[src/rtl/par_check_ser.sv]
// rtl/par_check_ser.sv - bit-serial UART RX parity checker with sticky flag and saturating error counter
module par_check_ser #(
    parameter int DATA_WIDTH = 8,
    parameter int CNT_WIDTH  = 8
) (
    input  logic                 CLK,
    input  logic                 RST,
    input  logic                 start,
    input  logic                 par_en,
    input  logic [1:0]           par_typ,
    input  logic                 bit_valid,
    input  logic                 sampled_bit,
    input  logic                 clr_err,
    output logic                 par_done,
    output logic                 par_err,
    output logic                 err_sticky,
    output logic [CNT_WIDTH-1:0] err_cnt
);

    localparam int BW = $clog2(DATA_WIDTH);
    localparam logic [BW-1:0] LAST = BW'(DATA_WIDTH - 1);

    typedef enum logic [1:0] {
        IDLE,
        DATA,
        PARITY
    } state_t;

    state_t               state, state_n;
    logic                 acc, acc_n;
    logic [BW-1:0]        cnt, cnt_n;
    logic                 en_q, en_n;
    logic [1:0]           typ_q, typ_n;
    logic                 done_n, err_n, sticky_n;
    logic [CNT_WIDTH-1:0] ecnt_n;
    logic                 expected;
    logic                 bad;

    always_ff @(posedge CLK or negedge RST) begin
        if (!RST) begin
            state      <= IDLE;
            acc        <= 1'b0;
            cnt        <= '0;
            en_q       <= 1'b0;
            typ_q      <= 2'b00;
            par_done   <= 1'b0;
            par_err    <= 1'b0;
            err_sticky <= 1'b0;
            err_cnt    <= '0;
        end else begin
            state      <= state_n;
            acc        <= acc_n;
            cnt        <= cnt_n;
            en_q       <= en_n;
            typ_q      <= typ_n;
            par_done   <= done_n;
            par_err    <= err_n;
            err_sticky <= sticky_n;
            err_cnt    <= ecnt_n;
        end
    end

    // Parity bit the frame should carry, from the mode latched at start.
    always_comb begin
        expected = 1'b0;
        case (typ_q)
            2'b00:   expected = acc;
            2'b01:   expected = ~acc;
            2'b10:   expected = 1'b1;
            default: expected = 1'b0;
        endcase
    end

    always_comb begin
        state_n = state;
        acc_n   = acc;
        cnt_n   = cnt;
        en_n    = en_q;
        typ_n   = typ_q;
        done_n  = 1'b0;
        err_n   = par_err;
        bad     = 1'b0;

        if (start) begin
            state_n = DATA;
            acc_n   = 1'b0;
            cnt_n   = '0;
            en_n    = par_en;
            typ_n   = par_typ;
        end else if (bit_valid) begin
            case (state)
                DATA: begin
                    acc_n = acc ^ sampled_bit;
                    cnt_n = cnt + 1'b1;
                    if (cnt == LAST) begin
                        if (en_q) begin
                            state_n = PARITY;
                        end else begin
                            state_n = IDLE;
                            done_n  = 1'b1;
                            err_n   = 1'b0;
                        end
                    end
                end
                PARITY: begin
                    bad     = (sampled_bit != expected);
                    err_n   = bad;
                    done_n  = 1'b1;
                    state_n = IDLE;
                end
                default: ;
            endcase
        end

        // Clear takes effect before a same-edge error is counted.
        sticky_n = clr_err ? 1'b0 : err_sticky;
        ecnt_n   = clr_err ? '0 : err_cnt;
        if (bad) begin
            sticky_n = 1'b1;
            if (ecnt_n != '1) begin
                ecnt_n = ecnt_n + 1'b1;
            end
        end
    end

endmodule

[config.mk]
export PLATFORM = sky130hd
export DESIGN_NAME = par_check_ser
export DESIGN_NICKNAME = d
export VERILOG_FILES = /design/src/rtl/par_check_ser.sv
export SDC_FILE = /design/constraint.sdc
export NUM_CORES = 1
export LEC_CHECK = 0
export CAP_MARGIN = 20
export CORE_MARGIN = 4
export CORE_UTILIZATION = 45
export CTS_CLUSTER_SIZE = 12
export DETAILED_ROUTE_END_ITERATION = 6
export GPL_TIMING_DRIVEN = 0
export MAX_ROUTING_LAYER = met4
export PLACE_DENSITY = 0.7
export SYNTH_ARGS = -nofsm -noshare
export SYNTH_HDL_FRONTEND = slang
export SYNTH_SLANG_ARGS = --single-unit
[constraint.sdc]
create_clock -name CLK -period 2.3 [get_ports CLK]
set_input_delay 0.575 -clock CLK [delete_from_list [all_inputs] [get_ports CLK]]
set_output_delay 0.575 -clock CLK [all_outputs]
set_load 0.03 [all_outputs]
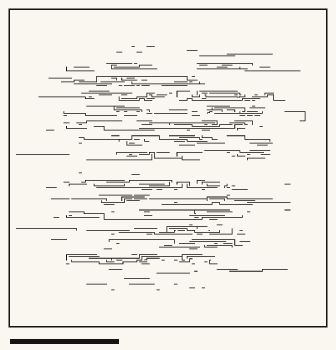
Fig. 1. The metal 1 layer.
Bar = 20 um.
main direction = horizontal
wire length on this layer = 1090 um
longest straight run = 17.9 um

==> reports/qor.txt <==
top sig layer - met4
Flops after synth - 20
combinational share of cell area - 41.8%
Mapped Cells - 111
yosys warns - 0
Comb pwr share - 10.1%
Rows - 17
multi-input gates - 80
DRC viols - 0
Worst Hold Class - input port to register
Post-synth EDFFs - 0
sequential share of cell area - 36.9%
Largest Pwr Group - registers
nonclk buf count - 22
Via density - 5.68
Mean Syn Cell Area - 10.1 um^2
CP Capture Type - register
pin count of the biggest net entering global routing - 21
Register Area - 500 um^2
first-pass GRT wire length - 3.95 mm
WL met3 - 139 um
Final setup viols - 0
Die Span Y - 57.9 um
top cells by area - dfrtp_1, ha_1, mux2_2
Buf+Inv Stages, Crit Path - 2
status - finished clean
Routed Antenna Nets - 0
Comb group - 0.0609 mW
final core utilization - 59.1%
antenna violations before repair - 0
fp util - 48.7%
crit path DAT - 2330 ps
Top cell excl fill/tap - dfrtp_1
Worst-path clk slew - 120 ps
number of global-route vias before repair - 922
grt total ovfl - 0
switching share of total power - 25.2%
ys flop type - dfrtp_1
initial DRC count - 20
deepest clock path buffer count - 2
CLK BUF - 3
Final WS setup - 174 ps
total CTS buffers - 3
Worst Tran Pin Value - 936 ps
most frequent cells in the layout - dfrtp_1, clkdlybuf4s50_1, nand2_1
P_seq - 0.371 mW
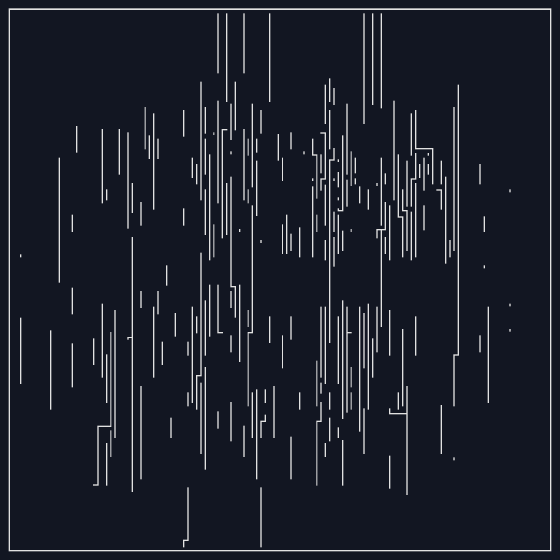
Fig. 2. Met2 routing.
main direction = vertical
share of all routed wire = 45%
wire length on this layer = 1030 um
via count: 908
met2 usage: 24.5%
final wirelength: 2.30 mm

## flip-flops by register name (all words and copies together), names as in the netlist, 2 cells and up
signal	count
state	2
typ_q	2
cnt	3
err_cnt	8
## worst paths after layout
kind                               to  slack [ps]  cells past startpoint  startpoint
setup / recovery           err_cnt[1]         170                      5   bit_valid
max in group asynchronous      cnt[0]         950                      1         RST
hold / removal             err_cnt[3]         460                      2     clr_err
min in group asynchronous  err_cnt[5]         780                      1         RST
setup reg to reg           err_cnt[1]         330                      6    state[0]
hold reg to reg               par_err         540                      1     par_err
## cell families after synthesis
family	share of synthesized area, %
AND-OR/OR-AND	13.7
multiplexers	6.26
adder cells (fa/ha/maj)	5.59
buffers and inverters	4.69
flip-flops	44.7
XOR/XNOR	4.58
AND/OR/NAND/NOR	20.4
Power figures rest on the tool's default switching activity, not on a simulated workload.
